File: src/rtl/core_pkg.sv
// Shared core constants and types.
//   NOP_INSN          : canonical bubble (addi zero, zero, 0)
//   DEFAULT_RESET_PC  : boot address used when a block does not override it
//   fetch_state_e     : instruction fetch FSM encoding
package core_pkg;

  localparam int          XLEN             = 32;
  localparam int          INSN_BITS        = 32;
  localparam logic [31:0] NOP_INSN         = 32'h0000_0013;
  localparam logic [31:0] DEFAULT_RESET_PC = 32'h0000_0000;

  typedef enum logic [1:0] {
    BOOT = 2'd0,
    REQ  = 2'd1,
    WAIT = 2'd2,
    FULL = 2'd3
  } fetch_state_e;

endpackage

File: src/rtl/fetch_unit.sv
// Instruction fetch stage: owns the fetch PC, issues single-outstanding
// requests to instruction memory (req/gnt/rvalid) and buffers one fetched
// instruction for decode.
//   clock, reset                : rising-edge clock, async active-low reset
//   next_PC_select, target_PC   : redirect from decode, sampled on consume
//   stall                       : decode not ready, hold the buffer
//   imem_req/addr/gnt/rvalid/rdata : instruction memory handshake
//   PC, instruction, inst_valid : buffered instruction to decode
module fetch_unit
  import core_pkg::*;
#(
  parameter int                    ADDRESS_BITS = 16,
  parameter logic [ADDRESS_BITS-1:0] RESET_PC   = ADDRESS_BITS'(DEFAULT_RESET_PC),
  parameter logic [31:0]           NOP          = NOP_INSN
) (
  input  logic                    clock,
  input  logic                    reset,
  input  logic                    next_PC_select,
  input  logic [ADDRESS_BITS-1:0] target_PC,
  input  logic                    stall,
  output logic                    imem_req,
  output logic [ADDRESS_BITS-1:0] imem_addr,
  input  logic                    imem_gnt,
  input  logic                    imem_rvalid,
  input  logic [31:0]             imem_rdata,
  output logic [ADDRESS_BITS-1:0] PC,
  output logic [31:0]             instruction,
  output logic                    inst_valid
);

  localparam logic [ADDRESS_BITS-1:0] RESET_FETCH = {RESET_PC[ADDRESS_BITS-1:2], 2'b00};

  fetch_state_e            state;
  logic [ADDRESS_BITS-1:0] fetch_pc;
  logic [ADDRESS_BITS-1:0] next_addr;
  logic                    consume;
  logic                    issue;

  // Redirect targets are aligned down; low bits are intentionally dropped.
  logic unused_tgt_lsb;
  assign unused_tgt_lsb = ^target_PC[1:0];

  assign consume   = inst_valid & ~stall;
  // PC+4 wraps naturally at the address width.
  assign next_addr = next_PC_select ? {target_PC[ADDRESS_BITS-1:2], 2'b00}
                                    : PC + ADDRESS_BITS'(4);

  // The only combinational output path: the request for the following
  // instruction goes out in the same cycle decode takes the current one.
  assign issue     = (state == FULL) & consume;
  assign imem_req  = (state == REQ) | issue;
  assign imem_addr = issue ? next_addr : fetch_pc;

  always_ff @(posedge clock or negedge reset) begin
    if (!reset) begin
      state       <= BOOT;
      fetch_pc    <= RESET_FETCH;
      PC          <= RESET_PC;
      instruction <= NOP;
      inst_valid  <= 1'b0;
    end else begin
      case (state)
        BOOT: state <= REQ;
        REQ:  if (imem_gnt) state <= WAIT;
        WAIT: if (imem_rvalid) begin
          PC          <= fetch_pc;
          instruction <= imem_rdata;
          inst_valid  <= 1'b1;
          state       <= FULL;
        end
        FULL: if (consume) begin
          fetch_pc    <= next_addr;
          inst_valid  <= 1'b0;
          instruction <= NOP;
          state       <= imem_gnt ? WAIT : REQ;
        end
        default: state <= BOOT;
      endcase
    end
  end

endmodule

File: config.mk
export PLATFORM = sky130hd
export DESIGN_NAME = fetch_unit
export DESIGN_NICKNAME = d
export VERILOG_FILES = /design/src/rtl/core_pkg.sv /design/src/rtl/fetch_unit.sv
export SDC_FILE = /design/constraint.sdc
export NUM_CORES = 1
export LEC_CHECK = 0
export ABC_CLOCK_PERIOD_IN_PS = 2050
export CELL_PAD_IN_SITES_DETAIL_PLACEMENT = 1
export CELL_PAD_IN_SITES_GLOBAL_PLACEMENT = 2
export CORE_MARGIN = 4
export CORE_UTILIZATION = 25
export DETAILED_ROUTE_END_ITERATION = 8
export PLACE_DENSITY = 0.9
export SKIP_LAST_GASP = 1
export SYNTH_ARGS = -nofsm -noshare
export SYNTH_HDL_FRONTEND = slang
export SYNTH_SLANG_ARGS = --single-unit
File: constraint.sdc
create_clock -name clock -period 2.05 [get_ports clock]
set_input_delay 0.41 -clock clock [delete_from_list [all_inputs] [get_ports clock]]
set_output_delay 0.41 -clock clock [all_outputs]
set_load 0.01 [all_outputs]
Fig. 1: run 1, logic cells by family
Drawn at 3 px/µm.
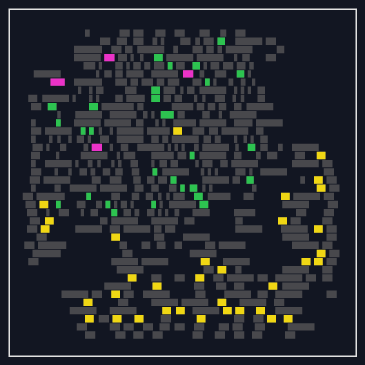
| family | colour | cells |
|---|---|---|
| multiplexers | magenta | 4 |
| AND-OR and OR-AND gates | yellow | 34 |
| inverting AOI/OAI gates | green | 28 |

Fig. 2: run 1, clock nets
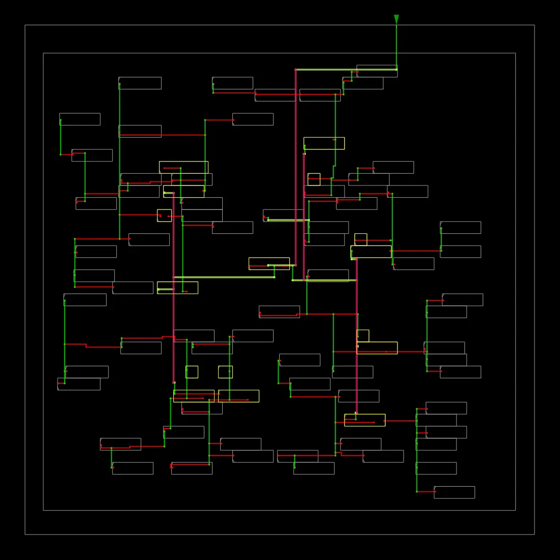
clock sink count: 67
flop count: 67
clk latency late pin: 330 ps
Worst Skew: 3.617 ps

Fig. 3: run 1, wires at chosen ports, followed through buffers
Drawn at 4 px/µm.
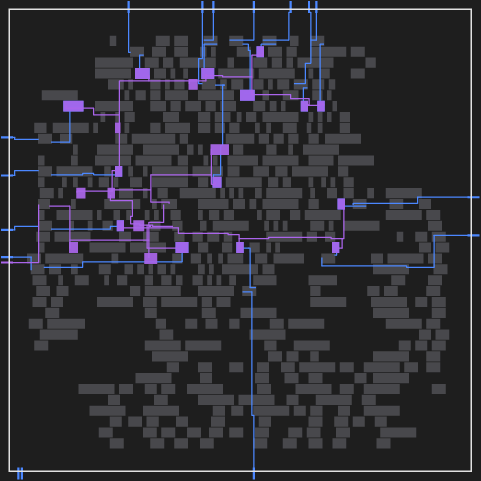
| port | colour | bits | direction | end cells | wire |
|---|---|---|---|---|---|
| `target_PC` | blue | 16 | input | 14 | 458 µm |
| `next_PC_select` | purple | 1 | input | 22 | 359 µm |

Fig. 4: run 1, where the registers sit
Drawn at 2 px/µm.
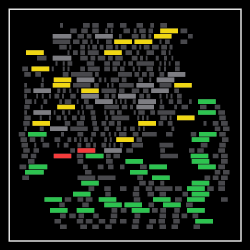
| signal | colour | sequential cells |
|---|---|---|
| `instruction` | green | 32 |
| `fetch_pc` | yellow | 16 |
| `state` | red | 2 |
not coloured: 17

==> impl_metrics.json, run 1 <==
{
  "cts_buffers": 9,
  "fin_crit_sh_pct": 108.3,
  "clockRootBuffer": "clkbuf_16",
  "diodes": 0,
  "floorplan.core_util_pct": 26.02,
  "crit_family": "buffers and inverters",
  "drive_gt1_share_pct": 27.79,
  "leakage_nw": 2.235,
  "tightestPinTransition_ps": 591.5,
  "logic_gates": 178,
  "lay_top_count": "clkdlybuf4s50_1",
  "ios": 120,
  "seq_share_pct": 33.78,
  "setup_slack_ps": -169.3,
  "end_kind": "output port",
  "slew_headroom_pct": 60.52,
  "violations": "hold timing, setup timing",
  "buffers": 173,
  "grt_util_met2_pct": 27.62,
  "core_um2": 11030,
  "reg2regPathDepth": 6,
  "hold_ws_ps": -5.489,
  "status": "finished, violations left",
  "ys_seq_share_pct": 58.54,
  "die_x_um": 115.2,
  "drv_slew": 0,
  "cts_tree": "built",
  "crit_chain": "buf_4, nand4_1, buf_6, buf_6, nor2_4, xnor2_1, o211ai_1, buf_2",
  "clk_pin_slew_ps": 60,
  "final-comb-area_um2": 1236,
  "cp_slowest_stage_delay_ps": 440,
  "dp_hpwl_mm": 7.089,
  "cp_slowest_cell": "dfrtp_2",
  "hold_viol_final": 5,
  "synth-main-ff-cell": "dfrtp_1",
  "setup.worst_path.class": "flip-flop to output port",
  "netlist.area_leader.share_pct": 55.80,
  "area_delta_synth_final_pct": 73.58,
  "comb_area_share_pct": 24.81,
  "r2r_setup_slack_ps": 200,
  "clkbuf_count": 9,
  "pwr_density_cell_nw_per_um2": 1375,
  "arrival_ps": 1810,
  "r2r-end": "instruction[27]",
  "simple_gate_share_pct": 16.43,
  "yosysWarnings": 0,
  "edf_count": 0,
  "cp_num_cells": 8,
  "power-top-group": "combinational cells",
  "regArea_um2": 1683,
  "inverters": 5,
  "p_seq_w": 0.00212,
  "power_w": 0.006849,
  "p_sw_share_pct": 35.45,
  "setup_viol": 11,
  "dominant_cells": "flip-flops and latches"
}
[run 1: per-stage QoR]
| stage | setup slack, ps | hold WS [ps] | util (%) | area (µm²) | setup TNS, ps |
|---|---|---|---|---|---|
| after floorplan | 146.8 | 114.4 | - | 2870 | 0 |
| after global placement | -689.9 | 364.6 | 39.78 | 4388 | -17810 |
| after detailed placement | -702.2 | 368.7 | 39.78 | 4388 | -19290 |
| after CTS | -241.5 | 10.07 | 43.67 | 4817 | -1665 |
| after global routing | -279.3 | 28.30 | 45.17 | 4982 | -2825 |
| final | -169.3 | -5.489 | 45.17 | 4982 | -1407 |
[run 1: routing by layer]
layer  vias to the layer above  wire length [µm]
li1                       1269                 -
met1                      1391              4321
met2                        84              5368
met3                        20               452
met4                         0               210
met5                         -                 0
Fig. 5: run 1, signal wires by layer
Drawn at 3 px/µm.
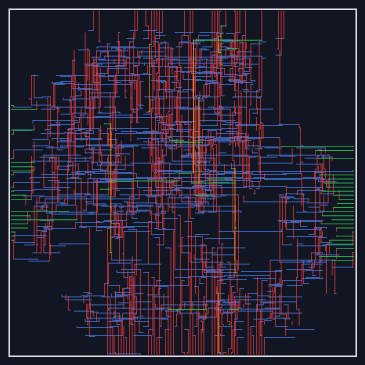

==> run 2, diff against run 1 <==
MAX_ROUTING_LAYER = met4   (was unset)
Fig. 6: run 2, signal wires by layer
Drawn at 3 px/µm.
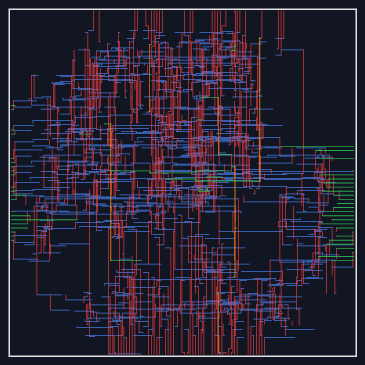
| layer | colour | wire length |
|---|---|---|
| metal 3 | green | 392 µm |
| metal 1 | blue | 4440 µm |
| metal 4 | orange | 191 µm |
| metal 2 | red | 5410 µm |

Fig. 7: run 2, logic cells by family
Drawn at 3 px/µm.
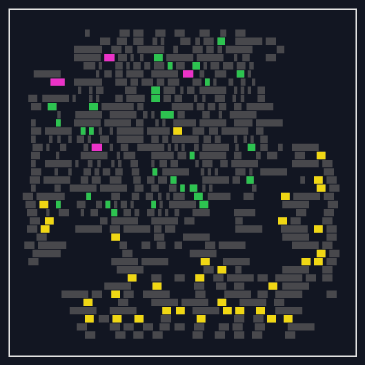
| family | colour | cells |
|---|---|---|
| inverting AOI/OAI gates | green | 28 |
| AND-OR and OR-AND gates | yellow | 34 |
| multiplexers | magenta | 4 |

==> run 2 against run 1 <==
The run ends with setup timing left. Sequential power is essentially flat. Register-to-register slack is essentially flat. Final cell count grew 0.17%. Critical path depth is the same. Flip-flop count is the same. First-iteration DRC count grew 21%. Clock skew is essentially flat. Clock power is essentially flat. Largest power group unchanged. Global-route usage grew 0.51 points. Via count shrank 0.22%. Wire length grew 0.72%. Die size is the same.
==> impl_metrics.json, run 2 <==
{
  "place_area_um2": 4388,
  "p_sw_share_pct": 35.54,
  "ys.flops": 67,
  "reg2regPathDepth": 6,
  "setup_slack_ps": -180.7,
  "core_um2": 11030,
  "final_area_um2": 4990,
  "insertion_delay_ps": 330,
  "aoi_share_pct": 15.95,
  "ios": 120,
  "pwr_density_cell_nw_per_um2": 1377,
  "antenna_found_initial": 0,
  "r2r-end": "instruction[2]",
  "simple_gate_share_pct": 16.43,
  "setup_viol": 12,
  "cp_slowest_cell": "dfrtp_2",
  "wl_met3_um": 391,
  "path_buffers": 4,
  "p_comb_w": 0.00317,
  "clockRootBuffer": "clkbuf_16",
  "fin_crit_sh_pct": 108.8,
  "critPathLaunch": "PC[3]",
  "ys_seq_share_pct": 58.54,
  "area_leaders": "dfrtp_1, a22o_1, nand2_1",
  "pwr-share-clk_pct": 23.0,
  "status": "finished, violations left",
  "final.setup_skew_ps": 3.492,
  "utilization_pct": 45.24,
  "cp-start-kind": "flip-flop",
  "met1Wirelength_mm": 4.436,
  "power_w": 0.006870,
  "synth-main-ff-cell": "dfrtp_1",
  "top_layer": "met4",
  "setup_tns_ps": -1436,
  "die_x_um": 115.2,
  "crit_family": "buffers and inverters",
  "cts_buffers": 9,
  "cp_slowest_stage_delay_ps": 440,
  "drive_gt1_share_pct": 27.95,
  "synth-async-reset-ratio_pct": 100.0,
  "pre_cts_ws_ps": -702.2,
  "crit_chain": "buf_4, nand4_1, buf_6, buf_6, nor2_4, xnor2_1, o211ai_1, buf_2",
  "violations": "setup timing",
  "r2r_setup_slack_ps": 190,
  "cts_tree": "built",
  "arrival_ps": 1820,
  "slew_headroom_pct": 59.69,
  "diodes": 0,
  "p_seq_w": 0.00212,
  "lay_top_count": "clkdlybuf4s50_1",
  "floorplan.core_util_pct": 26.02,
  "instances_no_fill": 580,
  "end_kind": "output port",
  "common_cells": "dfrtp_1, nand2_1, a22o_1",
  "edf_count": 0,
  "hold_ws_ps": 4.622,
  "leakage_nw": 2.239,
  "dp_hpwl_mm": 7.089,
  "setup.worst_path.class": "flip-flop to output port",
  "netlist.area_leader.share_pct": 55.80,
  "clk_pin_slew_ps": 60,
  "power-top-group": "combinational cells",
  "cp_num_cells": 8,
  "route.met2.wl_mm": 5.409,
  "hold_viol_final": 0,
  "area_delta_synth_final_pct": 73.84,
  "seqPwrFrac_pct": 30.8
}
[run 2: cell counts after synthesis]
No cell type changed its count.
[run 2: area by class of cell]
class                           instances  area (µm²)  area share (%)
Timing Repair Buffer                  174        1574           31.54
Multi-Input combinational cell        178        1236           24.77
Clock inverter                          7       77.57           1.555
Sequential cell                        67        1683           33.73
Clock buffer                            9       225.2           4.514
Tap cell                              140       175.2           3.511
Inverter                                5       18.77          0.3761
[run 2: worst reg2reg max path: cells and delay by family (launching register included)]
family | cells | cell delay, ps
buffers and inverters | 2 | 350
AND-OR/OR-AND | 1 | 230
flip-flops | 1 | 390
AND/OR/NAND/NOR | 3 | 840
==> run 3, diff against run 2 <==
CTS_CLUSTER_DIAMETER = 30   (was unset)
SLEW_MARGIN = 25   (was unset)
Fig. 8: run 3, logic cells by family
Drawn at 3 px/µm.
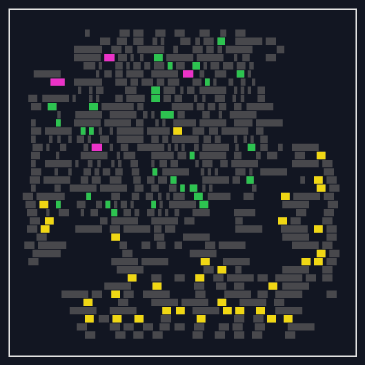
| family | colour | cells |
|---|---|---|
| multiplexers | magenta | 4 |
| AND-OR and OR-AND gates | yellow | 34 |
| inverting AOI/OAI gates | green | 28 |

Fig. 9: run 3, signal wires by layer
Drawn at 3 px/µm.
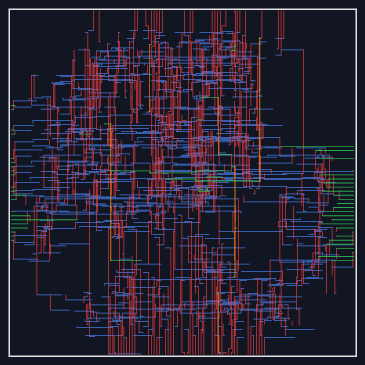
| layer | colour | wire length |
|---|---|---|
| metal 4 | orange | 191 µm |
| metal 3 | green | 392 µm |
| metal 1 | blue | 4440 µm |
| metal 2 | red | 5410 µm |

==> run 3 against run 2 <==
The run still ends with setup timing left. Via count unchanged. Worst hold slack unchanged. Worst setup slack unchanged. Count of clock-buffer cells in the layout unchanged. Critical path type unchanged. Highest routed layer unchanged.
==> impl_metrics.json, run 3 <==
{
  "antenna_found_initial": 0,
  "crit_family": "buffers and inverters",
  "aoi_share_pct": 15.95,
  "core_um2": 11030,
  "clk_pin_slew_ps": 60,
  "ios": 120,
  "fin_crit_sh_pct": 108.8,
  "status": "finished, violations left",
  "violations": "setup timing",
  "setup_viol": 12,
  "die_x_um": 115.2,
  "clockRootBuffer": "clkbuf_16",
  "path_buffers": 4,
  "cp-start-kind": "flip-flop",
  "pwr_density_cell_nw_per_um2": 1377,
  "yosysWarnings": 0,
  "met1Wirelength_mm": 4.436,
  "place_area_um2": 4388,
  "r2r-end": "instruction[2]",
  "dp_hpwl_mm": 7.089,
  "pwr-share-clk_pct": 23.0,
  "seqPwrFrac_pct": 30.8,
  "common_cells": "dfrtp_1, nand2_1, a22o_1",
  "grt_util_met2_pct": 27.78,
  "end_kind": "output port",
  "top_layer": "met4",
  "power-top-group": "combinational cells",
  "crit_chain": "buf_4, nand4_1, buf_6, buf_6, nor2_4, xnor2_1, o211ai_1, buf_2",
  "insertion_delay_ps": 330,
  "simple_gate_share_pct": 16.43,
  "cts_tree": "built",
  "area_delta_synth_final_pct": 73.84,
  "diodes": 0,
  "pre_cts_ws_ps": -702.2,
  "reg2regPathDepth": 6,
  "cts_sinks": 67,
  "cp_slowest_cell": "dfrtp_2",
  "setup.worst_path.class": "flip-flop to output port",
  "route.met2.wl_mm": 5.409,
  "p_comb_w": 0.00317,
  "drive_gt1_share_pct": 27.95,
  "power_w": 0.006870,
  "setup_slack_ps": -180.7,
  "arrival_ps": 1820,
  "synth-main-ff-cell": "dfrtp_1",
  "cp_slowest_stage_delay_ps": 440,
  "final_area_um2": 4990,
  "utilization_pct": 45.24,
  "setup_tns_ps": -1436,
  "drv_slew": 0,
  "area_leaders": "dfrtp_1, a22o_1, nand2_1",
  "ys.flops": 67,
  "hold_ws_ps": 4.622,
  "r2r_setup_slack_ps": 190,
  "hold_viol_final": 0,
  "final.setup_skew_ps": 3.492
}
## run 3: cell counts in the layout (fill, tap and decap cells not counted)
No cell type changed its count.
## run 3: worst max-delay path by stage
stage / cells past startpoint / slack, ps / from / endpoint
5_1_grt: 8 / -320 / PC[3] / imem_addr[7]
3_5_place_dp: 5 / -700 / stall / imem_addr[15]
2_1_floorplan: 5 / 150 / PC[2] / imem_addr[14]
4_1_cts: 6 / -240 / PC[3] / imem_addr[14]
3_3_place_gp: 5 / -690 / stall / imem_addr[15]
6_report: 8 / -180 / PC[3] / imem_addr[9]
## run 3: cell type report
cell class	instances	area [µm²]	share of cell area (%)
flip-flops and latches	67	1683	33.73
clock inverters	7	77.57	1.555
well taps	140	175.2	3.511
clock buffers	9	225.2	4.514
repair buffers	174	1574	31.54
multi-input cells	178	1236	24.77
inverters	5	18.77	0.3761
No activity file was given, so power comes from the tool's default toggle rates.
